### config.mk
export PLATFORM = sky130hd
export DESIGN_NAME = qq_cmd_ctrl
export DESIGN_NICKNAME = d
export VERILOG_FILES = /design/src/rtl/pq_pkg.sv /design/src/rtl/qq_cmd_ctrl.sv
export SDC_FILE = /design/constraint.sdc
export NUM_CORES = 1
export LEC_CHECK = 0
export CELL_PAD_IN_SITES_DETAIL_PLACEMENT = 1
export CELL_PAD_IN_SITES_GLOBAL_PLACEMENT = 1
export CORE_MARGIN = 1
export CORE_UTILIZATION = 37
export DETAILED_ROUTE_END_ITERATION = 7
export PLACE_DENSITY = 0.83
export SLEW_MARGIN = 10
export SYNTH_ARGS = -nofsm -noshare
export SYNTH_HDL_FRONTEND = slang
export SYNTH_SLANG_ARGS = --single-unit
### constraint.sdc
create_clock -name clk -period 2.8 [get_ports clk]
set_clock_uncertainty 0.15 [all_clocks]
set_input_delay 0.7 -clock clk [delete_from_list [all_inputs] [get_ports clk]]
set_output_delay 0.7 -clock clk [all_outputs]
set_load 0.02 [all_outputs]
### src/rtl/pq_pkg.sv
// Shared types for the QuickQ priority-queue node chain and its host command controller.
package pq_pkg;

  localparam int KEY_W = 32;
  localparam int VAL_W = 16;

  typedef struct packed {
    logic [KEY_W-1:0] key;
    logic [VAL_W-1:0] val;
  } kv_t;

  // All-ones key marks an empty node slot, so it can never be stored as real data.
  localparam logic [KEY_W-1:0] MAX_KEY = '1;

  typedef enum logic [1:0] {
    QQ_NOP  = 2'b00,
    QQ_ENQ  = 2'b01,
    QQ_DEQ  = 2'b10,
    QQ_REPL = 2'b11
  } qq_op_t;

  typedef enum logic [2:0] {
    QQ_OK        = 3'd0,
    QQ_E_EMPTY   = 3'd1,
    QQ_E_FULL    = 3'd2,
    QQ_E_BADKEY  = 3'd3,
    QQ_E_TIMEOUT = 3'd4
  } qq_err_t;

  typedef enum logic [2:0] {
    S_IDLE,
    S_CHECK,
    S_ISSUE,
    S_GUARD,
    S_WAIT,
    S_RESP
  } qq_state_t;

  function automatic logic op_carries_key(input qq_op_t op);
    return (op == QQ_ENQ) || (op == QQ_REPL);
  endfunction

endpackage

### src/rtl/qq_cmd_ctrl.sv
// Host-side initiator for the QuickQ node chain: turns valid/ready requests into single-cycle
// node command pulses and returns one response (head kv or error) per accepted request.
module qq_cmd_ctrl
  import pq_pkg::*;
#(
  parameter int W       = KEY_W,
  parameter int CAP     = 4,
  parameter int TIMEOUT = 64
) (
  input  logic                       clk,
  input  logic                       rst,
  input  logic                       req_valid,
  output logic                       req_ready,
  input  qq_op_t                     req_op,
  input  kv_t                        req_kv,
  output logic                       rsp_valid,
  input  logic                       rsp_ready,
  output kv_t                        rsp_kv,
  output qq_err_t                    rsp_err,
  output logic                       q_enq,
  output logic                       q_deq,
  output logic                       q_repl,
  output kv_t                        q_kv,
  input  logic                       q_rdy,
  input  kv_t                        q_head,
  input  logic                       q_full,
  input  logic                       q_empty,
  output logic [$clog2(CAP+1)-1:0]   occ
);

  localparam int OCC_W = $clog2(CAP + 1);
  localparam int TO_W  = $clog2(TIMEOUT + 1);
  localparam logic [OCC_W-1:0] OCC_MAX = OCC_W'(CAP);
  localparam logic [TO_W-1:0]  TO_LAST = TO_W'(TIMEOUT - 1);

  qq_state_t         state_q;
  qq_op_t            op_q;
  kv_t               kv_q;
  kv_t               head_q;
  logic [TO_W-1:0]   wait_cnt_q;
  logic [OCC_W-1:0]  occ_q;
  logic              req_ready_q;
  logic              rsp_valid_q;
  kv_t               rsp_kv_q;
  qq_err_t           rsp_err_q;
  logic              q_enq_q;
  logic              q_deq_q;
  logic              q_repl_q;
  kv_t               q_kv_q;

  logic bad_key;
  assign bad_key = (op_q == QQ_NOP) ||
                   (op_carries_key(op_q) && (kv_q.key[W-1:0] == MAX_KEY[W-1:0]));

  // NOTE: every state register here is written with <= so all updates in a cycle see
  // the pre-edge values; a blocking = would leak new values into later statements.
  always_ff @(posedge clk) begin
    if (rst) begin
      state_q     <= S_IDLE;
      op_q        <= QQ_NOP;
      kv_q        <= '0;
      head_q      <= '0;
      wait_cnt_q  <= '0;
      occ_q       <= '0;
      req_ready_q <= 1'b0;
      rsp_valid_q <= 1'b0;
      rsp_kv_q    <= '0;
      rsp_err_q   <= QQ_OK;
      q_enq_q     <= 1'b0;
      q_deq_q     <= 1'b0;
      q_repl_q    <= 1'b0;
      q_kv_q      <= '0;
    end else begin
      case (state_q)
        S_IDLE: begin
          req_ready_q <= 1'b1;
          if (req_valid && req_ready_q) begin
            op_q        <= req_op;
            kv_q        <= req_kv;
            req_ready_q <= 1'b0;
            wait_cnt_q  <= '0;
            state_q     <= S_CHECK;
          end
        end

        // Node flags are only trustworthy while the node reports ready.
        S_CHECK: begin
          if (q_rdy) begin
            wait_cnt_q <= '0;
            if (bad_key) begin
              rsp_err_q   <= QQ_E_BADKEY;
              rsp_kv_q    <= '0;
              rsp_valid_q <= 1'b1;
              state_q     <= S_RESP;
            end else if ((op_q != QQ_ENQ) && q_empty) begin
              rsp_err_q   <= QQ_E_EMPTY;
              rsp_kv_q    <= '0;
              rsp_valid_q <= 1'b1;
              state_q     <= S_RESP;
            end else if ((op_q == QQ_ENQ) && q_full) begin
              rsp_err_q   <= QQ_E_FULL;
              rsp_kv_q    <= '0;
              rsp_valid_q <= 1'b1;
              state_q     <= S_RESP;
            end else begin
              head_q   <= q_head;
              q_kv_q   <= kv_q;
              q_enq_q  <= (op_q == QQ_ENQ);
              q_deq_q  <= (op_q == QQ_DEQ);
              q_repl_q <= (op_q == QQ_REPL);
              state_q  <= S_ISSUE;
            end
          end else if (wait_cnt_q == TO_LAST) begin
            rsp_err_q   <= QQ_E_TIMEOUT;
            rsp_kv_q    <= '0;
            rsp_valid_q <= 1'b1;
            state_q     <= S_RESP;
          end else begin
            wait_cnt_q <= wait_cnt_q + 1'b1;
          end
        end

        S_ISSUE: begin
          q_enq_q  <= 1'b0;
          q_deq_q  <= 1'b0;
          q_repl_q <= 1'b0;
          state_q  <= S_GUARD;
        end

        // The node drops rdy only after sampling the pulse, so rdy is stale for one cycle.
        S_GUARD: begin
          wait_cnt_q <= '0;
          state_q    <= S_WAIT;
        end

        S_WAIT: begin
          if (q_rdy) begin
            rsp_err_q   <= QQ_OK;
            rsp_valid_q <= 1'b1;
            state_q     <= S_RESP;
            if (op_q == QQ_ENQ) begin
              rsp_kv_q <= '0;
            end else begin
              rsp_kv_q <= head_q;
            end
            if ((op_q == QQ_ENQ) && (occ_q != OCC_MAX)) begin
              occ_q <= occ_q + 1'b1;
            end else if ((op_q == QQ_DEQ) && (occ_q != '0)) begin
              occ_q <= occ_q - 1'b1;
            end
          end else if (wait_cnt_q == TO_LAST) begin
            rsp_err_q   <= QQ_E_TIMEOUT;
            rsp_kv_q    <= '0;
            rsp_valid_q <= 1'b1;
            state_q     <= S_RESP;
          end else begin
            wait_cnt_q <= wait_cnt_q + 1'b1;
          end
        end

        S_RESP: begin
          if (rsp_ready) begin
            rsp_valid_q <= 1'b0;
            req_ready_q <= 1'b1;
            state_q     <= S_IDLE;
          end
        end

        default: begin
          state_q <= S_IDLE;
        end
      endcase
    end
  end

  assign req_ready = req_ready_q;
  assign rsp_valid = rsp_valid_q;
  assign rsp_kv    = rsp_kv_q;
  assign rsp_err   = rsp_err_q;
  assign q_enq     = q_enq_q;
  assign q_deq     = q_deq_q;
  assign q_repl    = q_repl_q;
  assign q_kv      = q_kv_q;
  assign occ       = occ_q;

endmodule

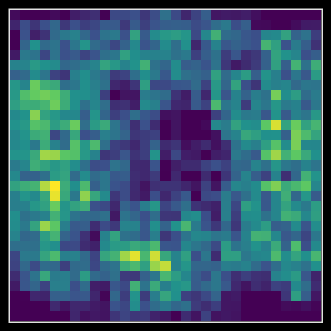
**Above:** wire density map.
(2 px per um) 31 x 31 tiles, from dark purple (low) to yellow (high), scaled to the fullest tile. Values are wire area over tile area, all layers added.
tiles over half the peak: 21%
emptiest ninth of the die: centre
fullest tile: 0.46
nearly empty tiles: 6.7%
densest ninth of the die: middle left
mean over tiles: 0.16
wire per inst: 16.7 um
aggregate global-route resource usage: 0.194
final wirelength: 23,800 um
total via count after detailed routing: 6,998

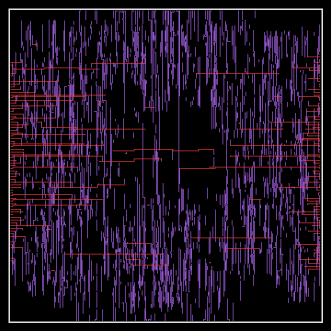
**Above:** metal layers overlaid.
(2 px per um) Two of the layers only.
| colour | layer | wire length |
|---|---|---|
| red | met3 | 1,780 um |
| purple | met2 | 11,200 um |

==> summary.rpt <==
================================================================================
Run status                                                          finished clean
Crit path largest cell delay                                             0.65 ns
Tmin final                                                               2.46 ns
Maximum achievable frequency                                           0.407 GHz
Worst min-delay path startpoint                                         kv_q[11]
Antenna cell count                                                             0
Number of antenna violations at the first check in global routing              0
Unrepaired setup endpoints after global routing                            false
Number of fillers in the final layout                                      2,573
H-tree level count                                                             1
Post-CTS Setup Bufs                                                            0
Post-Place Cell Area                                                 11,200 um^2
Post-Route Utilization                                                     0.523
R2r endpoint                                                          head_q[35]
Number of standard cells reported by yosys                                   910
Clk slew on worst S/H paths                                              0.06 ns
Power spent charging and discharging nets                                1.51 mW
Area of the multi-input gates                                          4110 um^2
Depth of the worst hold-timing path                                            2
Die area                                                             24,300 um^2
Start of the worst register-to-register path                          state_q[0]
Total sequential power                                                   3.16 mW
Clock-net power                                                          3.03 mW
Syn Inst Count                                                               910
CTS tree                                                                   built
Metal-1 WL                                                             10,500 um
Number of enable flip-flop cells                                               0
Sequential cells                                                             215
LEAKAGE                                                                  4.06 nW
Total I/O pin count                                                          212
Number of clock buffers inserted by TritonCTS                                 24
Skew-Pair Late Insertion Delay                                           0.51 ns
================================================================================
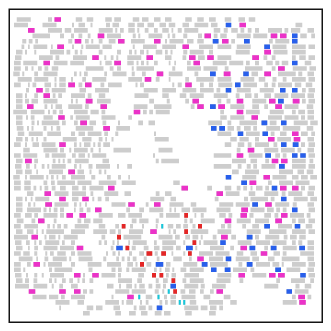
**Above:** gate families picked out.
(2 px per um)
| colour | family | cells |
|---|---|---|
| blue | AND-OR and OR-AND gates | 53 |
| red | AND and OR gates | 15 |
| cyan | inverters | 6 |
| magenta | multiplexers | 101 |
share of the final layout cell area in multi-input gates: 0.343
filler-free cell count of the finished design: 1,429

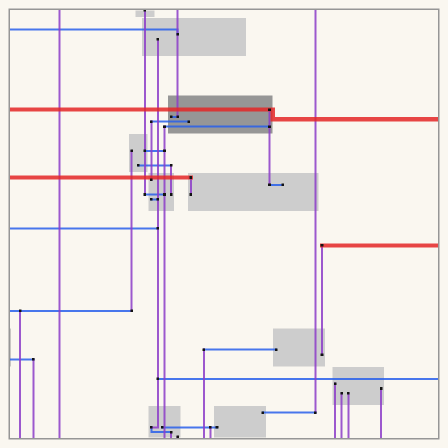
**Above:** a small window of the routed layout.
Window x 63 to 93, y 63 to 93 um. Cells in grey, sequential cells in the stronger grey; small squares are vias.
| colour | layer |
|---|---|
| blue | met1 |
| purple | met2 |
| red | met3 |
most frequent: clkdlybuf4s50_1 (2)
cells with their middle in the window: 9
netlist names of flops here include: op_q (1)
sequential cells in the window: 1

[cells by family after synthesis]
| kind of cell | after synthesis | synth area share |
|---|---|---|
| compound gates | 138 | 0.108 |
| xor+xnor | 8 | 0.00801 |
| fa+ha+maj | 2 | 0.00372 |
| buf+inv | 74 | 0.0406 |
| flops | 215 | 0.492 |
| mux | 101 | 0.116 |
| simple gates | 372 | 0.232 |
[worst max-delay path by stage]
stage	startpoint	endpoint
after CTS	occ[0]	occ[0]
after floorplan	q_rdy	rsp_kv[14]
after detailed placement	q_rdy	rsp_kv[36]
after global routing	state_q[0]	head_q[35]
after global placement	q_rdy	rsp_kv[39]
final	occ[0]	occ[0]
Power is estimated from default activity; no workload was simulated.
